### config.mk
export PLATFORM = sky130hd
export DESIGN_NAME = alu_seq_unit
export DESIGN_NICKNAME = d
export VERILOG_FILES = /design/src/rtl/alu_pkg.sv /design/src/rtl/alu_mul_seq.sv /design/src/rtl/alu_seq_unit.sv
export SDC_FILE = /design/constraint.sdc
export NUM_CORES = 1
export LEC_CHECK = 0
export ABC_AREA = 1
export ABC_CLOCK_PERIOD_IN_PS = 2100
export CAP_MARGIN = 10
export CORE_MARGIN = 2
export CORE_UTILIZATION = 54
export DETAILED_ROUTE_END_ITERATION = 7
export PLACE_DENSITY = 0.84
export SLEW_MARGIN = 20
export SYNTH_ARGS = -nofsm -noshare
export SYNTH_HDL_FRONTEND = slang
export SYNTH_SLANG_ARGS = --single-unit
### constraint.sdc
create_clock -name clk -period 2.1 [get_ports clk]
set_input_delay 0.21 -clock clk [delete_from_list [all_inputs] [get_ports clk]]
set_output_delay 0.21 -clock clk [all_outputs]
set_load 0.03 [all_outputs]
### src/rtl/alu_pkg.sv
// ---------------------------------------------------------------------------
// alu_pkg
// Shared definitions for the sequential ALU unit:
//   - ALU_OP_W       : width of the operation code
//   - ALU_add..ALU_deactive : operation codes
//   - state_t        : handshake FSM state encoding
// ---------------------------------------------------------------------------
package alu_pkg;

    localparam int ALU_OP_W = 3;

    localparam logic [ALU_OP_W-1:0] ALU_add      = 3'd0;
    localparam logic [ALU_OP_W-1:0] ALU_sub      = 3'd1;  // B - A
    localparam logic [ALU_OP_W-1:0] ALU_and      = 3'd2;
    localparam logic [ALU_OP_W-1:0] ALU_or       = 3'd3;
    localparam logic [ALU_OP_W-1:0] ALU_not      = 3'd4;  // ~A
    localparam logic [ALU_OP_W-1:0] ALU_slt      = 3'd5;  // signed A < B
    localparam logic [ALU_OP_W-1:0] ALU_mul      = 3'd6;  // unsigned, low half
    localparam logic [ALU_OP_W-1:0] ALU_deactive = 3'd7;  // result 0

    typedef enum logic [1:0] {
        ST_IDLE = 2'd0,
        ST_BUSY = 2'd1,
        ST_DONE = 2'd2
    } state_t;

endpackage

### src/rtl/alu_mul_seq.sv
// ---------------------------------------------------------------------------
// alu_mul_seq
// Iterative shift-add unsigned multiplier, one partial-product step per cycle.
//
// Ports:
//   clk, rst_n    : clock, asynchronous active-low reset
//   load          : start a new multiply (counter := WIDTH)
//   mcand, mplier : operands, captured on load
//   finish        : high during the cycle whose edge performs the last step
//   product_next  : 2*WIDTH product value that the current step produces;
//                   equals the full product while finish is high
// ---------------------------------------------------------------------------
module alu_mul_seq #(
    parameter int WIDTH = 16
) (
    input  logic               clk,
    input  logic               rst_n,
    input  logic               load,
    input  logic [WIDTH-1:0]   mcand,
    input  logic [WIDTH-1:0]   mplier,
    output logic               finish,
    output logic [2*WIDTH-1:0] product_next
);

    localparam int CNT_W = $clog2(WIDTH + 1);

    logic [WIDTH-1:0]   mcand_reg;
    logic [2*WIDTH-1:0] prod_reg;    // {accumulator, remaining multiplier bits}
    logic [CNT_W-1:0]   cnt_reg;
    logic [WIDTH:0]     add_sum;
    logic               stepping;

    assign stepping = (cnt_reg != '0);

    // Add the multiplicand into the upper half when the current LSB is set,
    // then shift the whole register right; the carry lands in the top bit.
    assign add_sum      = {1'b0, prod_reg[2*WIDTH-1:WIDTH]}
                        + (prod_reg[0] ? {1'b0, mcand_reg} : {(WIDTH+1){1'b0}});
    assign product_next = {add_sum, prod_reg[WIDTH-1:1]};
    assign finish       = (cnt_reg == CNT_W'(1));

    always_ff @(posedge clk or negedge rst_n) begin
        if (!rst_n) begin
            mcand_reg <= '0;
            prod_reg  <= '0;
            cnt_reg   <= '0;
        end else if (load) begin
            mcand_reg <= mcand;
            prod_reg  <= {{WIDTH{1'b0}}, mplier};
            cnt_reg   <= CNT_W'(WIDTH);
        end else if (stepping) begin
            prod_reg  <= product_next;
            cnt_reg   <= cnt_reg - CNT_W'(1);
        end
    end

endmodule

### src/rtl/alu_seq_unit.sv
// ---------------------------------------------------------------------------
// alu_seq_unit
// Registered ALU with start/done handshake. Single-cycle ops complete one
// edge after acceptance; multiply runs WIDTH steps in alu_mul_seq.
//
// Ports:
//   clk, rst_n : clock, asynchronous active-low reset
//   start      : request, sampled only while ready=1
//   alu_op     : operation code (alu_pkg)
//   a, b       : operands, used at the accepting edge only
//   ready      : unit idle or just done, can accept start
//   done       : one-cycle pulse, result/flags updated
//   result     : registered result, held until next done
//   zero, neg  : result == 0, result MSB
//   carry      : adder carry-out (add/sub only)
//   ovf        : signed overflow (add/sub) or product truncation (mul)
// ---------------------------------------------------------------------------
module alu_seq_unit
    import alu_pkg::*;
#(
    parameter int WIDTH = 16
) (
    input  logic                clk,
    input  logic                rst_n,
    input  logic                start,
    input  logic [ALU_OP_W-1:0] alu_op,
    input  logic [WIDTH-1:0]    a,
    input  logic [WIDTH-1:0]    b,
    output logic                ready,
    output logic                done,
    output logic [WIDTH-1:0]    result,
    output logic                zero,
    output logic                neg,
    output logic                carry,
    output logic                ovf
);

    state_t state_reg, state_next;

    logic               accept;
    logic               is_mul;
    logic               wr_alu;
    logic               wr_mul;

    logic [WIDTH:0]     add_sum;
    logic [WIDTH:0]     sub_sum;
    logic [WIDTH-1:0]   alu_res;
    logic               alu_carry;
    logic               alu_ovf;

    logic               mul_finish;
    logic [2*WIDTH-1:0] mul_product;

    logic [WIDTH-1:0]   res_next;
    logic               carry_next;
    logic               ovf_next;

    logic [WIDTH-1:0]   result_reg;
    logic               zero_reg;
    logic               neg_reg;
    logic               carry_reg;
    logic               ovf_reg;

    // ready depends on state only, so there is no start->ready path.
    assign ready  = (state_reg == ST_IDLE) || (state_reg == ST_DONE);
    assign done   = (state_reg == ST_DONE);
    assign accept = start && ready;
    assign is_mul = (alu_op == ALU_mul);
    assign wr_alu = accept && !is_mul;
    assign wr_mul = (state_reg == ST_BUSY) && mul_finish;

    // ------------------------------------------------------------------
    // Handshake FSM
    // ------------------------------------------------------------------
    always_ff @(posedge clk or negedge rst_n) begin
        if (!rst_n) begin
            state_reg <= ST_IDLE;
        end else begin
            state_reg <= state_next;
        end
    end

    always_comb begin
        state_next = state_reg;
        case (state_reg)
            ST_IDLE, ST_DONE: begin
                if (accept) begin
                    state_next = is_mul ? ST_BUSY : ST_DONE;
                end else begin
                    state_next = ST_IDLE;
                end
            end
            ST_BUSY: begin
                // start is not looked at here: requests while busy are dropped
                if (mul_finish) begin
                    state_next = ST_DONE;
                end
            end
            default: state_next = ST_IDLE;
        endcase
    end

    // ------------------------------------------------------------------
    // Single-cycle ALU
    // ------------------------------------------------------------------
    assign add_sum = {1'b0, a} + {1'b0, b};
    // Subtraction is B - A, done as B + ~A + 1 so carry means "no borrow".
    assign sub_sum = {1'b0, b} + {1'b0, ~a} + {{WIDTH{1'b0}}, 1'b1};

    always_comb begin
        alu_res   = '0;
        alu_carry = 1'b0;
        alu_ovf   = 1'b0;
        case (alu_op)
            ALU_add: begin
                alu_res   = add_sum[WIDTH-1:0];
                alu_carry = add_sum[WIDTH];
                alu_ovf   = (a[WIDTH-1] == b[WIDTH-1])
                         && (add_sum[WIDTH-1] != a[WIDTH-1]);
            end
            ALU_sub: begin
                alu_res   = sub_sum[WIDTH-1:0];
                alu_carry = sub_sum[WIDTH];
                // adder operands are b and ~a
                alu_ovf   = (b[WIDTH-1] != a[WIDTH-1])
                         && (sub_sum[WIDTH-1] != b[WIDTH-1]);
            end
            ALU_and: alu_res = a & b;
            ALU_or:  alu_res = a | b;
            ALU_not: alu_res = ~a;
            ALU_slt: alu_res = {{(WIDTH-1){1'b0}}, ($signed(a) < $signed(b))};
            default: alu_res = '0;  // mul handled by alu_mul_seq; deactive is 0
        endcase
    end

    // ------------------------------------------------------------------
    // Multiplier
    // ------------------------------------------------------------------
    alu_mul_seq #(
        .WIDTH        (WIDTH)
    ) u_mul (
        .clk          (clk),
        .rst_n        (rst_n),
        .load         (accept && is_mul),
        .mcand        (a),
        .mplier       (b),
        .finish       (mul_finish),
        .product_next (mul_product)
    );

    // ------------------------------------------------------------------
    // Result / flag registers, written only on the edge entering DONE
    // ------------------------------------------------------------------
    always_comb begin
        res_next   = alu_res;
        carry_next = alu_carry;
        ovf_next   = alu_ovf;
        if (wr_mul) begin
            res_next   = mul_product[WIDTH-1:0];
            carry_next = 1'b0;
            ovf_next   = |mul_product[2*WIDTH-1:WIDTH];
        end
    end

    always_ff @(posedge clk or negedge rst_n) begin
        if (!rst_n) begin
            result_reg <= '0;
            zero_reg   <= 1'b0;
            neg_reg    <= 1'b0;
            carry_reg  <= 1'b0;
            ovf_reg    <= 1'b0;
        end else if (wr_alu || wr_mul) begin
            result_reg <= res_next;
            zero_reg   <= (res_next == '0);
            neg_reg    <= res_next[WIDTH-1];
            carry_reg  <= carry_next;
            ovf_reg    <= ovf_next;
        end
    end

    assign result = result_reg;
    assign zero   = zero_reg;
    assign neg    = neg_reg;
    assign carry  = carry_reg;
    assign ovf    = ovf_reg;

endmodule

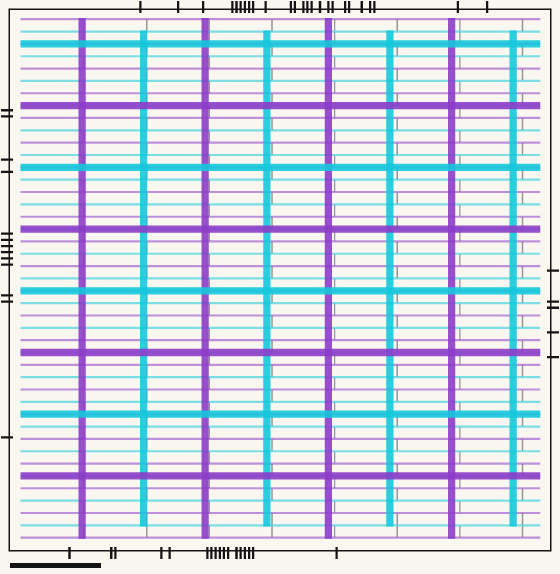
run_1/power_grid.png
Bar = 20 µm. Pins as bars on the die edge. Tap cells in gray.
legend:
  purple:
    net: VSS
  cyan:
    net: VDD
met1 rails: 43
met5 straps: 8
met4 straps: 8
tap cells: 176
rows: 42

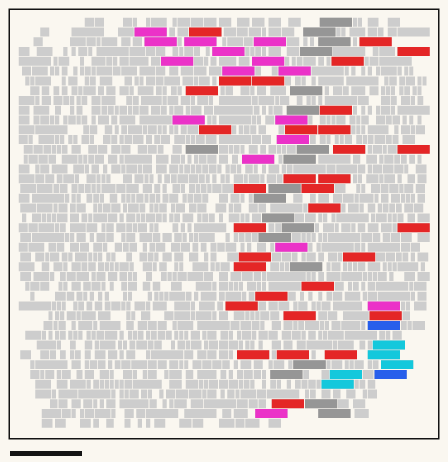
run_1/flops_by_reg.png
Bar = 20 µm.
legend:
  magenta:
    netlist_name: result
    flops: 16
  cyan:
    netlist_name: u_mul.cnt_reg
    flops: 5
    where: bottom right
  blue:
    netlist_name: state_reg
    flops: 2
  red:
    netlist_name: u_mul.prod_reg
    flops: 32
not colored: 19

==> impl_metrics.tcl, run 1 <==
# metrics dict for downstream scripts
set metrics [dict create \
    status "finished, violations left" \
    failed_checks "setup timing" \
    crit_path_max_fanout 4 \
    port_buffers 59 \
    worstPathRequired_ns 2.32 \
    fp-utilization_pct 54.57 \
    yosys.stat.seqShare_pct 25.93 \
    setup_viol 5 \
    totalWireLength_mm 28.36 \
    drv_cap 0 \
    area_leaders "dfrtp_1 (26%), nand2_1 (16%), ha_1 (15%)" \
    start_kind "flop" \
    top_cells_by_count "nand2_1 (295), inv_1 (160), nand3_1 (99), nor2_1 (89), ha_1 (87)" \
    ant_nets 0 \
    drtIter0Drc 998 \
    ys_cells 1073 \
    grt_usage_pct 37.41 \
    via_count 8938 \
    holdWs_ns 0.3688 \
    cts_sinks 74 \
    min_from "a[13]" \
    fin_ws_ns -0.4486 \
    dr_wl_met3_mm 2.356 \
    firstDrtPassIters 6 \
    fin_skew_ns 0.005369 \
    cts.path.max_buffers 2 \
    finalCritPeriodShare_pct 121.4 \
    cts_tree "yes" \
    met1_length_mm 10.62 \
    grt_pass1_wl_mm 42.30 \
    slew_headroom_pct 66.03 \
    tightest_slew_ns 0.5095 \
    dp_hpwl_mm 19.32 \
    antenna_found_initial 0 \
    netlist_area_mm2 0.007141 \
    layout.nets 1478 \
    clk_pin_slew_ns 0.06 \
    critical_path.cell_chain "nand2_1 -> inv_2 -> ha_4 -> fa_2 -> nand2_2 -> nand3_2 -> o21ai_4 -> o21ai_2 -> buf_4 -> xnor2_2 -> nand4_1 -> nor2_2 -> nand4_1 -> nand3_1 -> nand2_1" \
    drv_slew 0 \
    p_leak_nw 5.591 \
    yosys_area_mm2 0.007141 \
    top_layer "met4" \
    cp.arrival_ns 2.77 \
    clock_latency_ns 0.33 \
    h-tree-depth 3 \
    ir_worst_vdd_mv 0.5001 \
    diodes 0 \
    grt_max_degree 47 \
    first_global_vias 8680 \
    max_clock_freq_mhz 392.4 \
    top_cell_area_share_pct 25.93 \
    synthArstFlopShare_pct 100.0 \
    largest_reg_flops 32 \
    hold_violations 0 \
    largest_area_cell "dfrtp_1" \
    setup_tns_ns -0.7174 \
    top_cell "nand2_1" \
    ys_warn_count 0 \
    final.min_clock_period_ns 2.549 \
    r2r_start "u_mul.prod_reg[0]" \
    die_y_um 119.0 \
    ioPinCount 60 \
    edf_count 0 \
    crit_path_max_incr_delay_ns 0.42 \
    numSynthFlops 74 \
    hold_path.class "input pin to flop" \
    avgRoutedWirePerCell_um 18.53 \
    floorplan.nets 1201 \
    gp_congestion 0.9691 \
    power_density_mw_per_mm2 857.6 \
    cts_buffers 9 \
    syn_inst 1073 \
    warnings 83 \
    cp-end-kind "flop" \
    die_x_um 119.0 \
    areaGrowthSynthToFinish_pct 51.34 \
    clock-root-buffer "clkbuf_16" \
    gr-total-overflow 0 \
    drive_gt1_share_pct 35.35 \
    crit_slowest_cell "dfrtp_1" \
    synth_cell_type_count 42 \
    route.met2.wl_mm 13.82 \
    vias_per_cell 5.838 \
    rsz0062_at_grt "yes" \
    syn_area_per_cell_um2 6.655 \
    worstSetupPathType "flop to flop" \
    die_area_mm2 0.01416 \
    drcViolationCount 0 \
    ff_type "dfrtp_1" \
    cp-startpoint "u_mul.prod_reg[0]" \
    rows 42 \
]
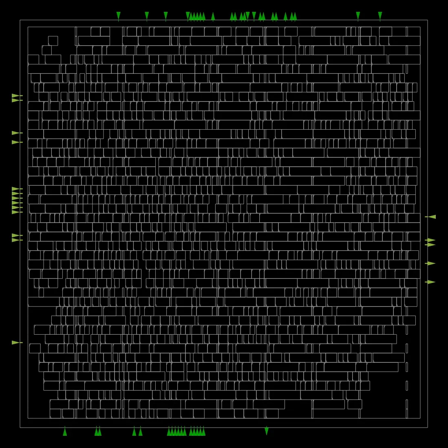
run_1/placement.png
Core ar.: 0.01309 mm²
Final Util: 82.59%

run 1: cell usage in the layout (no fill, tap or decap), drive strengths merged, types with 7 or more instances in the layout:
cell type,count
a21oi,67
a31oi,7
buf,246
clkbuf,14
clkdlybuf4s50,28
dfrtp,74
dlygate4sd2,17
dlymetal6s2s,7
ha,87
inv,160
nand2,295
nand3,100
nand4,14
nor2,93
o21ai,61
o21bai,10
o221ai,13
o22ai,14
xnor2,7
run 1: layer usage:
| metal | vias to the layer above | global-route usage (%) |
|---|---|---|
| met5 | - | 0 |
| met4 | 0 | 18.53 |
| met3 | 141 | 5.747 |
| met2 | 532 | 63.79 |
| met1 | 4229 | 46.00 |
| li1 | 4036 | - |
run 1: repair_timing:
item,CTS,global route
resized,169,116
pin swaps,39,39
endpoints found under the setup margin,21,25
hold buffers,1,0
hold endpoints to repair,35,0
setup buffers,16,14
run 1: stage by stage:
step	std cells	total power, mW	setup slack, ns	utilization (%)	cell area [µm²]
2_1_floorplan	1073	4.559	-0.07885	-	7167
3_3_place_gp	1484	6.231	-0.6763	71.80	9395
3_5_place_dp	1484	6.363	-0.6938	71.80	9395
4_1_cts	1517	8.429	-0.2667	79.03	10340
5_1_grt	1531	9.718	-0.5585	82.59	10810
6_report	1531	9.268	-0.4486	82.59	10810
run 1: cells by family (layout without fill, tap and decap cells):
family	after synthesis	count (layout)	share of synthesized area (%)
buffers and inverters	198	480	11.46
adders and majority gates	90	90	16.09
and+or+nand+nor	513	513	29.81
xor gates and xnor gates	12	12	1.472
AOI/OAI and AO/OA	186	186	15.24
DFF	74	74	25.93
run 1: power by group:
| group | internal, mW | total (mW) | switching [mW] |
|---|---|---|---|
| Sequential | 1.92 | 2.36 | 0.435 |
| Clock | 1.07 | 1.68 | 0.603 |
| Combinational | 2.35 | 5.23 | 2.88 |
| Total | 5.35 | 9.27 | 3.92 |
run 1: worst max-delay path, delay by kind of cell, from the launching register on:
kind / cells / cell delay (ns)
and+or+nand+nor: 8 / 0.91
adders and majority gates: 2 / 0.52
DFF: 1 / 0.42
buffers and inverters: 2 / 0.22
xor gates and xnor gates: 1 / 0.20
AOI/OAI and AO/OA: 2 / 0.17
run 1: worst paths after layout:
path,to,cells past startpoint,slack [ns]
worst min register to register,u_mul.mcand_reg[11],2,0.49
max in group asynchronous,result[2],3,1.11
min in group asynchronous,u_mul.prod_reg[28],2,0.39
worst max-delay path,ovf,15,-0.45
worst min-delay path,u_mul.mcand_reg[13],4,0.37
worst max register to register,ovf,15,-0.45
run 1: area by class of cell:
| class | count | area [µm²] |
|---|---|---|
| clock buffer | 12 | 246.5 |
| clock inverter | 4 | 75.07 |
| fill | 794 | 2278 |
| inverter | 161 | 613.1 |
| multi-input combinational | 801 | 5336 |
| sequential | 74 | 1852 |
| tap | 176 | 220.2 |
| timing repair buffer | 303 | 2464 |
==> run 2, diff against run 1 <==
- CORE_ASPECT_RATIO: default -> 1.25
- SETUP_SLACK_MARGIN: default -> 0.5
==> impl_metrics.tcl, run 2 <==
# yosys + openroad results
set metrics [dict create \
    cts_sinks 74 \
    worst-ep-kind "sequential cell input" \
    ys_warn_count 0 \
    worst_endpoint "ovf$_DFFE_PN0P_/D" \
    synthArstFlopShare_pct 100.0 \
    cts_buffers 9 \
    cts.path.max_buffers 2 \
    grt_max_degree 48 \
    firstError "[ERROR DPL-0038] Utilization greater than 100%, impossible to legalize" \
    largest_area_cell "dfrtp_1" \
    ff_type "dfrtp_1" \
    clock-root-buffer "clkbuf_16" \
    die_y_um 132.6 \
    yosys_area_mm2 0.007141 \
    lastStage "global routing (5_1_grt)" \
    ioPinCount 60 \
    synth_cell_type_count 42 \
    top_cell "nand2_1" \
    port_buffers 59 \
    floorplan.nets 1201 \
    gp_congestion 0.9384 \
    status "did not finish" \
    edf_count 0 \
    ys_cells 1073 \
    top_cell_area_share_pct 25.93 \
    die_x_um 106.9 \
    dp_hpwl_mm 19.59 \
    syn_inst 1073 \
    area_leaders "dfrtp_1 (26%), nand2_1 (16%), ha_1 (15%)" \
    yosys.stat.seqShare_pct 25.93 \
    top_cells_by_count "nand2_1 (295), inv_1 (160), nand3_1 (99), nor2_1 (89), ha_1 (87)" \
    fp-utilization_pct 54.70 \
    rows 47 \
    h-tree-depth 3 \
    postPlaceCellArea_mm2 0.009951 \
    numSynthFlops 74 \
    netlist_area_mm2 0.007141 \
    syn_area_per_cell_um2 6.655 \
]
run 2: logic make-up after synthesis:
group,after synthesis,synth area share (%)
compound gates,186,15.24
xor+xnor,12,1.472
fa+ha+maj,90,16.09
buf+inv,198,11.46
flops,74,25.93
simple gates,513,29.81
run 2: what timing repair did:
item | 4_1_cts
gates resized | 415
setup endpoints to repair | 67
endpoints found under the hold margin | 37
cloned | 3
buffers inserted | 55
pin swaps | 135
hold buffers | 1
run 2: stage by stage:
| stage | cells | setup slack (ns) |
|---|---|---|
| floorplan | 1073 | -0.05527 |
| global placement | 1477 | -0.6435 |
| detailed placement | 1477 | -0.6616 |
| CTS | 1552 | -0.3434 |
==> run 3, diff against run 2 <==
- ABC_CLOCK_PERIOD_IN_PS: 2100 -> 2700
- CORE_ASPECT_RATIO: 1.25 -> default
- CORE_UTILIZATION: 54 -> 40
- PLACE_DENSITY: 0.84 -> default
- PLACE_DENSITY_LB_ADDON: default -> 0.15
- SETUP_SLACK_MARGIN: 0.5 -> default
- clock period: 2.1 -> 2.7 ns (I/O delays scaled with it)
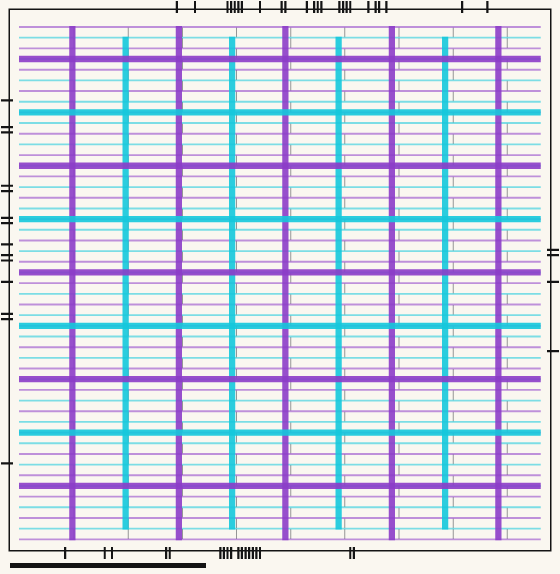
run_3/power_grid.png
Bar = 50 µm. Pins as bars on the die edge. Tap cells in gray.
legend:
  purple:
    net: VSS
  cyan:
    net: VDD
met4 straps: 9
met5 straps: 9
tap cells: 225
signal pins: 60

==> impl_metrics.tcl, run 3 <==
# metrics dict for downstream scripts
set metrics [dict create \
    status "complete, no violations" \
    ff_type "dfrtp_1" \
    totalWireLength_mm 23.62 \
    yosys.stat.seqShare_pct 25.93 \
    drive_gt1_share_pct 16.67 \
    grt_usage_pct 25.68 \
    hold_violations 0 \
    syn_area_per_cell_um2 6.655 \
    n_fill_cell 1742 \
    most-common-layout-cells "nand2_1 (293), inv_1 (157), buf_4 (155), nand3_1 (98)" \
    netlist_area_mm2 0.007141 \
    clock_latency_ns 0.34 \
    grt_max_degree 75 \
    die_x_um 137.6 \
    synth_cell_type_count 42 \
    antenna_found_initial 0 \
    setup_viol 0 \
    h-tree-depth 3 \
    dp_slack_ns -0.2160 \
    final_cells 1491 \
    cts.path.max_buffers 2 \
    crit_top_cell "nand2_1" \
    seq_area_mm2 0.001852 \
    gr-total-overflow 0 \
    finalInstanceArea_mm2 0.009366 \
    cts_buffers 9 \
    reg2regPathDepth 15 \
    cp-end-kind "flop" \
    fin_ws_ns 0.2477 \
    final_common_cell "nand2_1" \
    floorplan.nets 1201 \
    clk_pin_slew_ns 0.06 \
    max_clock_freq_mhz 407.8 \
    drcViolationCount 0 \
    port_buffers 59 \
    ys_cells 1073 \
    worst-r2r-setup-slack_ns 0.25 \
    largest_area_cell "dfrtp_1" \
    cp-startpoint "b[3]" \
    r2r-end "ovf" \
    crit_path_max_fanout 6 \
    top_cell "nand2_1" \
    worstSetupPathType "input pin to flop" \
    worstPathRequired_ns 2.98 \
    top_cell_area_share_pct 25.93 \
    drv_slew 0 \
    final.min_clock_period_ns 2.452 \
    avgRoutedWirePerCell_um 15.84 \
    p_leak_nw 5.032 \
    areaGrowthSynthToFinish_pct 31.17 \
    drv_cap 0 \
    coreArea_mm2 0.01736 \
    die_y_um 137.6 \
    drtIter0Drc 615 \
    critical_path.cell_chain "clkdlybuf4s50_1 -> inv_1 -> ha_2 -> inv_1 -> a21oi_4 -> nand2_1 -> nand2_1 -> nand2_1 -> nand2_1 -> nand3_1 -> nand3_1 -> nand3_1 -> a21oi_1 -> nand2_1 -> nor2_1 -> nand3_1 -> nand2_1" \
    rows 48 \
    top_cells_by_count "nand2_1 (295), inv_1 (160), nand3_1 (99), nor2_1 (89), ha_1 (87)" \
    clock-root-buffer "clkbuf_16" \
    ioPinCount 60 \
    fin_skew_ns 0.007530 \
    crit_slowest_cell "clkdlybuf4s50_1" \
    cts_sinks 74 \
    endpoint "zero" \
    cp.arrival_ns 2.73 \
    largest_reg_flops 32 \
    grt_pass1_wl_mm 37.19 \
    hold_path.class "input pin to async pin" \
    synthArstFlopShare_pct 100.0 \
    warnings 80 \
    ant_nets 0 \
    first_global_vias 7311 \
    start_kind "input pin" \
    crit_path_max_incr_delay_ns 0.48 \
    tightest_slew_ns 0.9359 \
    ir_worst_vdd_mv 0.6381 \
    yosys_area_mm2 0.007141 \
    via_count 7613 \
    dp_hpwl_mm 19.27 \
    postPlaceCellArea_mm2 0.008960 \
    diodes 0 \
    finalCritPeriodShare_pct 90.83 \
    syn_inst 1073 \
    numSynthFlops 74 \
    ys_warn_count 0 \
    firstDrtPassIters 5 \
    gp_congestion 0.9570 \
    vias_per_cell 5.106 \
    dp_cells 1473 \
    r2r_start "u_mul.prod_reg[0]" \
    cts_tree "yes" \
    fp-utilization_pct 41.14 \
    power_density_mw_per_mm2 630.1 \
    edf_count 0 \
    comb_area_mm2 0.004541 \
    die_area_mm2 0.01894 \
    slew_headroom_pct 37.61 \
    layout.nets 1389 \
    area_leaders "dfrtp_1 (26%), nand2_1 (16%), ha_1 (15%)" \
]
run 3: cell counts after synthesis:
Identical to the previous run, type by type.
run 3: critical path, delay by kind of cell:
family	cells	cell delay, ns
AOI/OAI and AO/OA	2	0.37
adders and majority gates	1	0.40
and+or+nand+nor	11	1.02
buffers and inverters	3	0.69
run 3: how the worst min path moves through the flow:
stage,cells after the start,end,start
floorplan,0,carry,rst_n
finish,1,result[0],rst_n
global placement,2,u_mul.mcand_reg[10],u_mul.mcand_reg[10]
global route,1,u_mul.prod_reg[29],rst_n
CTS,1,result[0],rst_n
detailed placement,2,ovf,ovf
run 3: logic make-up after synthesis:
logic type | count (synthesis) | share of synthesized area [%]
flip-flops | 74 | 25.93
AND/OR/NAND/NOR | 513 | 29.81
XOR/XNOR | 12 | 1.472
adder cells (fa/ha/maj) | 90 | 16.09
buffers and inverters | 198 | 11.46
AND-OR/OR-AND | 186 | 15.24
run 3: repair_timing:
item / CTS / global route
hold buffers: 0 / 0
resized: 0 / 30
setup buffers: 0 / 2
endpoints found under the setup margin: 0 / 3
run 3: stage by stage:
stage	hold WS, ns	utilization [%]	power [mW]	setup TNS (ns)
detailed placement	0.4716	51.62	4.551	-0.7251
floorplan	-0.02559	-	3.518	0
CTS	0.1122	53.46	5.866	0
finish	0.06511	53.96	5.902	0
global route	0.1492	53.96	6.365	-0.001857
global placement	0.4660	51.62	4.531	-0.7851
run 3: final cells by class:
| cell class | instances | area share [%] |
|---|---|---|
| clock buffer | 9 | 2.404 |
| clock inverter | 7 | 1.002 |
| inverter | 161 | 6.452 |
| multi-input combinational | 801 | 48.48 |
| sequential | 74 | 19.77 |
| tap | 225 | 3.006 |
| timing repair buffer | 214 | 18.89 |
run 3: where the power goes:
part           switching [mW]  internal [mW]  leakage [nW]  total, mW
clock                   0.479          0.807         0.151       1.29
sequential              0.244           1.50         0.927       1.74
combinational            1.71           1.16          3.95       2.88
total                    2.44           3.47          5.03       5.90
run 3: metal layers:
metal,track usage (%),wire (µm),up-vias
li1,-,-,3843
met1,35.52,11070,3533
met2,43.64,11130,205
met3,1.987,1006,32
met4,5.899,408,0
met5,0,0,-
No activity file was given, so power comes from the tool's default toggle rates.
